===== src/rtl/ifetch_unit.sv =====
// Single-outstanding instruction fetch unit: drives the PC feedback path and a
// request/ack instruction memory port, with redirect draining and a fetch timeout.
module ifetch_unit #(
  parameter logic [31:0] RESET_PC = 32'h0000_0000,
  parameter int          MAX_WAIT = 15
) (
  input  logic        clk,
  input  logic        rst,
  input  logic [31:0] pc_in,
  output logic [31:0] next_pc,
  output logic        imem_req,
  output logic [31:0] imem_addr,
  input  logic        imem_ack,
  input  logic [31:0] imem_rdata,
  input  logic        stall,
  input  logic        redirect,
  input  logic [31:0] redirect_pc,
  output logic [31:0] instr,
  output logic [31:0] instr_pc,
  output logic        instr_valid,
  output logic        fetch_err
);
  localparam int CW = $clog2(MAX_WAIT + 1);
  localparam logic [CW-1:0] WAIT_LAST = CW'(MAX_WAIT - 1);

  typedef enum logic [2:0] {S_IDLE, S_FETCH, S_HOLD, S_DRAIN, S_ERR} state_t;

  state_t        r_state, w_nstate;
  logic [CW-1:0] r_wait, w_wait_nx;
  logic [31:0]   r_drain_addr, r_instr, r_instr_pc;
  logic          r_instr_valid;
  logic          w_capture, w_clr_valid, w_latch_drain;
  logic          w_misaligned;

  assign w_misaligned = (pc_in[1:0] != 2'b00);

  always_comb begin
    w_nstate      = r_state;
    w_wait_nx     = r_wait;
    w_capture     = 1'b0;
    w_clr_valid   = 1'b0;
    w_latch_drain = 1'b0;
    next_pc       = pc_in;
    imem_req      = 1'b0;
    imem_addr     = 32'h0;
    case (r_state)
      S_IDLE: begin
        next_pc   = redirect ? redirect_pc : RESET_PC;
        w_wait_nx = '0;
        w_nstate  = S_FETCH;
      end
      S_FETCH: begin
        if (redirect) next_pc = redirect_pc;
        if (w_misaligned) begin
          w_nstate = S_ERR;
        end else begin
          imem_req  = 1'b1;
          imem_addr = pc_in;
          if (redirect) begin
            // An unacked request must still complete before the new target issues.
            w_wait_nx = '0;
            if (!imem_ack) begin
              w_latch_drain = 1'b1;
              w_nstate      = S_DRAIN;
            end
          end else if (imem_ack) begin
            next_pc   = pc_in + 32'd4;
            w_capture = 1'b1;
            w_nstate  = S_HOLD;
          end else if (r_wait == WAIT_LAST) begin
            w_nstate = S_ERR;
          end else begin
            w_wait_nx = r_wait + 1'b1;
          end
        end
      end
      S_HOLD: begin
        if (redirect) next_pc = redirect_pc;
        if (redirect || !stall) begin
          w_clr_valid = 1'b1;
          w_wait_nx   = '0;
          w_nstate    = S_FETCH;
        end
      end
      S_DRAIN: begin
        imem_req  = 1'b1;
        imem_addr = r_drain_addr;
        if (imem_ack) begin
          w_wait_nx = '0;
          w_nstate  = S_FETCH;
        end else if (r_wait == WAIT_LAST) begin
          w_nstate = S_ERR;
        end else begin
          w_wait_nx = r_wait + 1'b1;
        end
      end
      S_ERR:   ;
      default: w_nstate = S_IDLE;
    endcase
    // Reset is asynchronous, so the combinational outputs must follow it too.
    if (!rst) begin
      next_pc   = RESET_PC;
      imem_req  = 1'b0;
      imem_addr = 32'h0;
    end
  end

  always_ff @(posedge clk or negedge rst) begin
    if (!rst) begin
      r_state       <= S_IDLE;
      r_wait        <= '0;
      r_drain_addr  <= 32'h0;
      r_instr       <= 32'h0;
      r_instr_pc    <= 32'h0;
      r_instr_valid <= 1'b0;
    end else begin
      r_state <= w_nstate;
      r_wait  <= w_wait_nx;
      if (w_latch_drain) r_drain_addr <= pc_in;
      if (w_capture) begin
        r_instr       <= imem_rdata;
        r_instr_pc    <= pc_in;
        r_instr_valid <= 1'b1;
      end else if (w_clr_valid || w_nstate == S_ERR) begin
        r_instr_valid <= 1'b0;
      end
    end
  end

  assign instr       = r_instr;
  assign instr_pc    = r_instr_pc;
  assign instr_valid = r_instr_valid;
  assign fetch_err   = (r_state == S_ERR);
endmodule


===== config.mk =====
export PLATFORM = sky130hd
export DESIGN_NAME = ifetch_unit
export DESIGN_NICKNAME = d
export VERILOG_FILES = /design/src/rtl/ifetch_unit.sv
export SDC_FILE = /design/constraint.sdc
export NUM_CORES = 1
export LEC_CHECK = 0
export CAP_MARGIN = 20
export CORE_MARGIN = 5
export CORE_UTILIZATION = 46
export CTS_BUF_LIST = sky130_fd_sc_hd__clkbuf_4
export CTS_CLUSTER_DIAMETER = 60
export DETAILED_ROUTE_END_ITERATION = 6
export PLACE_DENSITY = 0.88
export SYNTH_ARGS = -nofsm -noshare
export SYNTH_HDL_FRONTEND = slang
export SYNTH_SLANG_ARGS = --single-unit
export TNS_END_PERCENT = 50

===== constraint.sdc =====
create_clock -name clk -period 2.7 [get_ports clk]
set_input_delay 0.27 -clock clk [delete_from_list [all_inputs] [get_ports clk]]
set_output_delay 0.27 -clock clk [all_outputs]
set_load 0.02 [all_outputs]

Fig. 1: run 1, placement view
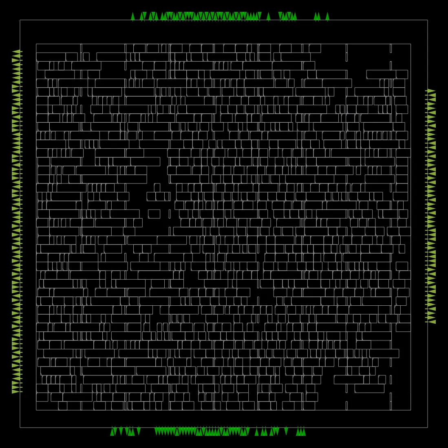
Cell Count, Final, Fillers Out: 1265
# fillers: 1018
seq_cells: 104

Fig. 2: run 1, pin placement
Drawn at 4 px/µm. Pins as bars across the die edge, other pins in grey.
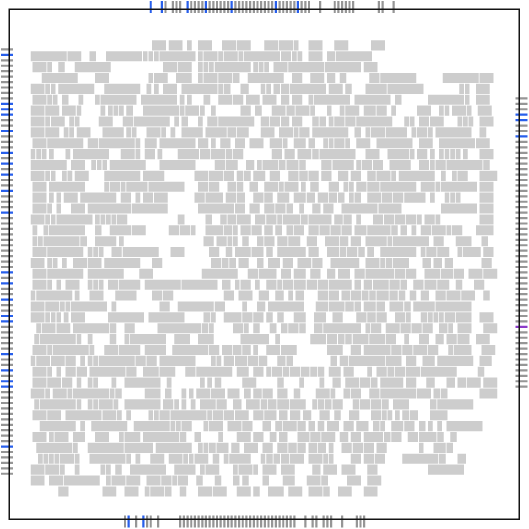
legend:
  purple:
    port: `stall`
    pins: 1
    direction: input
    edge: east
  blue:
    port: `instr`
    pins: 32
    direction: output
    edge: 20 west, 7 north, 3 east, 2 south
all pins by edge: 79 west, 54 east, 50 north, 49 south
width of the chip: 127 µm
count of port buffers added during placement: 231

Fig. 3: run 1, signal wires by layer
Drawn at 4 px/µm. Two of the layers only.
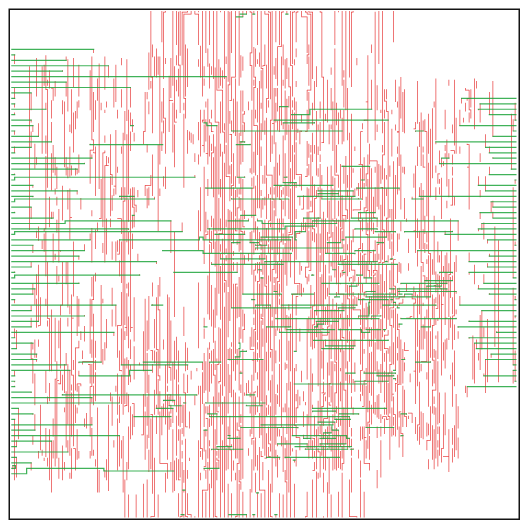
legend:
  green:
    layer: metal 3
    wire_length: 2800 µm
  red:
    layer: metal 2
    wire_length: 11800 µm
Post-Route WL: 25200 µm
count of vias placed by the detailed router: 7368

==> summary.txt, run 1 <==
Update from the flow run.

Leaving out the clock tree, the finished layout contains an inverter count of 13. Combinational cells consume a total of 4.11 mW. Yosys reports that the most numerous cell types are 210 x nand2_1, 104 x dfrtp_1, 59 x nor2_1, 56 x clkbuf_1, 41 x a22oi_1. The layout buffering overhead excluding clock cells is 0.332. The cell row count is 42. The count of cell types in the netlist is 65.

The switching fraction of total power is 0.414. Of the total power, combinational logic draws 0.540. The final reports fail on setup timing. The depth of the worst register-to-register path is 5. The via-per-instance ratio is 5.82. The number of antenna violations at the first check in global routing is 1. Per the power-grid run, VDD falls by no more than 604 µV. The number of buffers inserted by hold repair at cts is 1. Yosys attributes the largest share of cell area to dfrtp_1 41%, nand2_1 12%, a22oi_1 4.9%. The initial standard-cell utilization of the core is 0.473. The pin closest to its max-slew limit shows a slew of 742 ps. The cell-mix breakdown from Yosys lists the XOR/XNOR area share as 0.00971. Looking at the post-CTS report, the setup buffer insertion count equals 3. The number of standard cells reported by yosys is 773. The final timing report derives a shortest allowable period of 2720 ps. Per the final layout report, the fraction of cells sized above drive strength 1 comes to 0.247. In the post-route analysis, the smallest setup slack over all paths is -21.2 ps.

The slew check shows that the tightest pin keeps a relative margin of 0.505. Across all hold checks on the routed design, the worst slack comes to 251 ps. Nets still carrying antenna violations after routing amount to 0. CTS added clock buffers totalling 9.

In the final report, the number of endpoints failing setup comes to 4. Recorded from the global router log, the overflow total was 0. Once placement completed, the tool counted placed cells totaling 1236. The startpoint class of the critical path is a flop. The flow ran to the end, but the final reports show violations. Yosys mapped a number of flops with a built-in enable equal to 0. The total number of tap cells is 176. The weighted congestion reported at the end of routability-driven placement is 0.994.
==> run 1: how the worst max path moves through the flow <==
| stage | endpoint |
|---|---|
| final | next_pc[18] |
| after floorplan | next_pc[28] |
| after CTS | imem_addr[24] |
| after detailed placement | next_pc[11] |
| after global routing | next_pc[22] |
| after global placement | next_pc[23] |
==> run 1: metal layers <==
layer / track usage / part of all wire / wire, µm / up-vias
met1: 0.385 / 0.39 / 9730 / 3475
li1: - / - / - / 3361
met2: 0.488 / 0.47 / 11800 / 454
met3: 0.0935 / 0.11 / 2800 / 78
met5: 0 / 0 / 0 / -
met4: 0.109 / 0.033 / 827 / 0
==> run 1: critical path: stages (launching register included) <==
cell and delay (ps):
dfrtp_2 490, or3b_4 410, buf_4 170, nor2_4 110
buf_4 160, buf_12 170, o21ai_0 110, a21oi_1 140
buf_4 180
Fig. 4: run 1, nets reached from selected ports
Drawn at 2 px/µm.
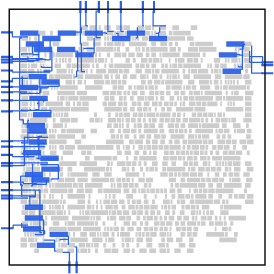

==> run 1 -> run 2 <==
Settings changed: CORE_ASPECT_RATIO set to 0.5.
Fig. 5: run 2, nets reached from selected ports
Drawn at 2 px/µm.
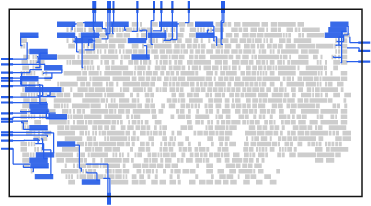
legend:
  blue:
    port: `instr`
    direction: output
    edge: 15 west, 12 north, 3 east, 2 south
    end_cells: 32
    buffers: 32
    wire: 917 µm
total I/O pin count: 232

==> summary.txt, run 2 <==
Update from the flow run.

The layout buffering overhead excluding clock cells is 0.337 (+0.00549). The run finished, with violations left. The met2 track utilization from global routing is 0.496 (+0.00845). In the synthesized netlist, the cells that appear most often are 210 x nand2_1, 104 x dfrtp_1, 59 x nor2_1, 56 x clkbuf_1, 41 x a22oi_1. The depth of the worst register-to-register path is 5 (unchanged). The number of standard cells reported by yosys came to 773 (unchanged). Yosys attributes the largest share of cell area to dfrtp_1 41%, nand2_1 12%, a22oi_1 4.9%. The post-CTS setup buffer count is 6 (+3). The tally of buffers added on design ports came to 231 (unchanged). The most utilized layer in the global route result is met2. The count of cell types in the netlist is 65 (unchanged). The met1 usage in global routing is 0.398 (+0.0124).

The total number of vias came to 7624 (+3.5%). The largest individual stage delay along the critical path comes from the cell dfrtp_2. The maximum VDD drop is 472 µV (-22%).

The setup slack after layout is -0.157 ps (+21.1 ps). The minimum clock period after layout is 2700 ps (-21.1 ps). The number of buffers inserted by hold repair at cts is 1 (unchanged). The number of buffers and inverters on the critical path is 4 (unchanged).

The proportion of layout cells with a drive suffix above 1 is 0.262 (+0.0148). The count of flip-flops with a built-in enable after synthesis came to 0 (unchanged). Grouping stages by cell kind, the critical path spends the most delay in simple AND/OR/NAND/NOR gates. The measured slew at the worst slew-check pin is 816 ps (+74.6 ps). The final setup violation count was 1 (-3).

The worst setup path is launched from a flop. The final reports fail on setup timing. The wire length on met1 came to 10800 µm (+11%). The cell type with the highest occurrence count on the critical path is buf_4.
Fig. 6: run 2, placement view
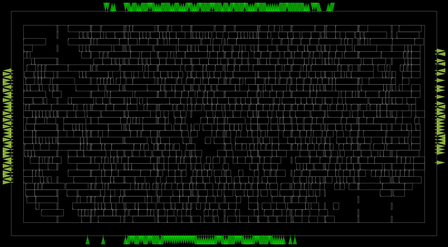
Cell Count, Final, Fillers Out: 1275
# fillers: 953
Core ar.: 13500 µm²
tap cell instance count: 176
final core area utilization: 0.732

==> run 2: cell counts after synthesis <==
No cell type changed its count.
==> run 2: where the power goes <==
part           switching (mW)  leakage [nW]  internal [mW]
Sequential              0.354          1.35           2.14
Combinational            2.23          3.27           1.94
Clock                   0.633        0.0878          0.319
==> run 2: logic make-up after synthesis <==
| group | Yosys count |
|---|---|
| xor+xnor | 7 |
| buf+inv | 85 |
| fa+ha+maj | 3 |
| compound gates | 185 |
| simple gates | 362 |
| flops | 104 |
| mux | 27 |
==> run 2: how the worst max path moves through the flow <==
| stage | to | slack (ps) |
|---|---|---|
| floorplan | next_pc[28] | 130 |
| global placement | next_pc[30] | -580 |
| detailed placement | next_pc[28] | -510 |
| CTS | next_pc[17] | -70 |
| global route | next_pc[26] | -90 |
| finish | next_pc[16] | -0.2 |
==> run 2 -> run 3 <==
Settings changed: PLACE_DENSITY 0.88 to 0.83.
==> summary.txt, run 3 <==
Update from the flow run.

The run finished, with violations left. The final reports fail on setup timing. The total number of tap cells is 176 (unchanged). The filler-free cell count of the finished design was 1275 (unchanged). The number of standard cells reported by yosys came to 773 (unchanged). The measured slew at the worst slew-check pin was 750 ps (-66.8 ps). The sequential cell power is 2.50 mW (about the same). The setup slack on the worst flop-to-flop path is approximately 450 ps.

The proportion of layout cells with a drive suffix above 1 is 0.250 (-0.0118). The setup slack after layout is -70.9 ps (-70.7 ps). The core region area was 13500 µm² (unchanged). In the post-synthesis netlist, the biggest area contributors are dfrtp_1 41%, nand2_1 12%, a22oi_1 4.9%. The pin count of the biggest net entering global routing is between 60 and 70. The switching power of the nets is 3.20 mW (-0.64%). The switching fraction of total power is 0.419 (-0.00288).

The part of the power in combinational logic was 0.550 (+0.003). The maximum VDD drop is 467 µV (-1.1%). The post-CTS setup buffer count is 2 (-4).

The count of cell types in the netlist came to 65 (unchanged). The combinational gate power is 4.19 mW (about the same). The final setup violation count is 2 (+1).

Counting flops with an async set or reset pin after synthesis yields a share of 1.00. Yosys reports that the most numerous cell types are 210 x nand2_1, 104 x dfrtp_1, 59 x nor2_1, 56 x clkbuf_1, 41 x a22oi_1. The layout buffering overhead excluding clock cells came to 0.344 (+0.00637). STA classifies the critical path startpoint as a flop. The depth of the worst register-to-register path is 4 (-1). The share of the core filled with cells in the final layout is 0.732 (about the same).

The wire length on met1 was 10600 µm (-2.1%). The minimum clock period after layout is 2770 ps (+70.7 ps). The proportion of power drawn by the clock network is 0.122 (-0.003).

The sequential power share is 0.328 (about the same). According to the timing report, the critical path is captured at next_pc[22]. The fill cell total of the finished layout is 1020 (+7.0%).
-- run 3: worst min path at each step --
stage          from              end  slack (ps)
2_1_floorplan   rst         instr[0]         -30
3_3_place_gp    rst     instr_pc[21]         300
3_5_place_dp    rst  r_drain_addr[7]         300
4_1_cts         rst      instr_pc[2]         140
5_1_grt         rst         instr[7]         180
6_report        rst  r_drain_addr[4]         140
-- run 3: layer usage --
layer  up-vias  track usage
li1       3376            -
met1      3644        0.417
met2       467        0.495
met3        89       0.0661
met4         0       0.0960
met5         -            0
-- run 3: worst max-delay path, cell delays in order (launching register included) --
cell      delay, ps
dfrtp_1         460
or3b_4          470
nor3_4          160
buf_6           170
o211a_1         190
o31ai_1          80
a221oi_1        280
buf_2           230
Fig. 7: run 3, nets reached from selected ports
Drawn at 2 px/µm.
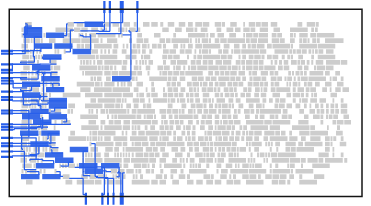
legend:
  blue:
    port: `instr`
    direction: output
    edge: 21 west, 6 south, 5 north
    end_cells: 32
    buffers: 32
    wire: 1020 µm

Fig. 8: run 3, signal wires by layer
Drawn at 4 px/µm. Two of the layers only.
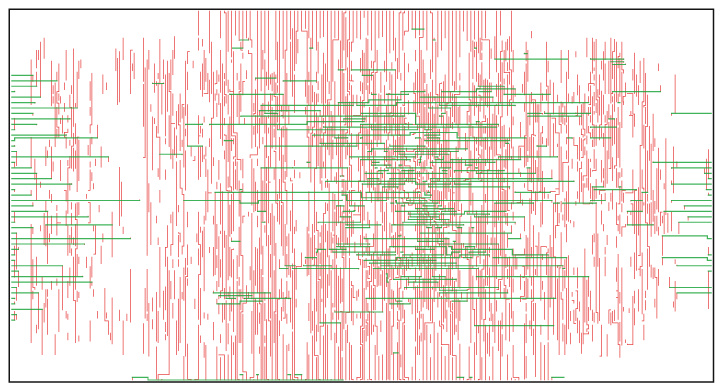
legend:
  green:
    layer: metal 3
    wire_length: 2740 µm
  red:
    layer: metal 2
    wire_length: 12000 µm

Power and IR drop assume default switching activity.
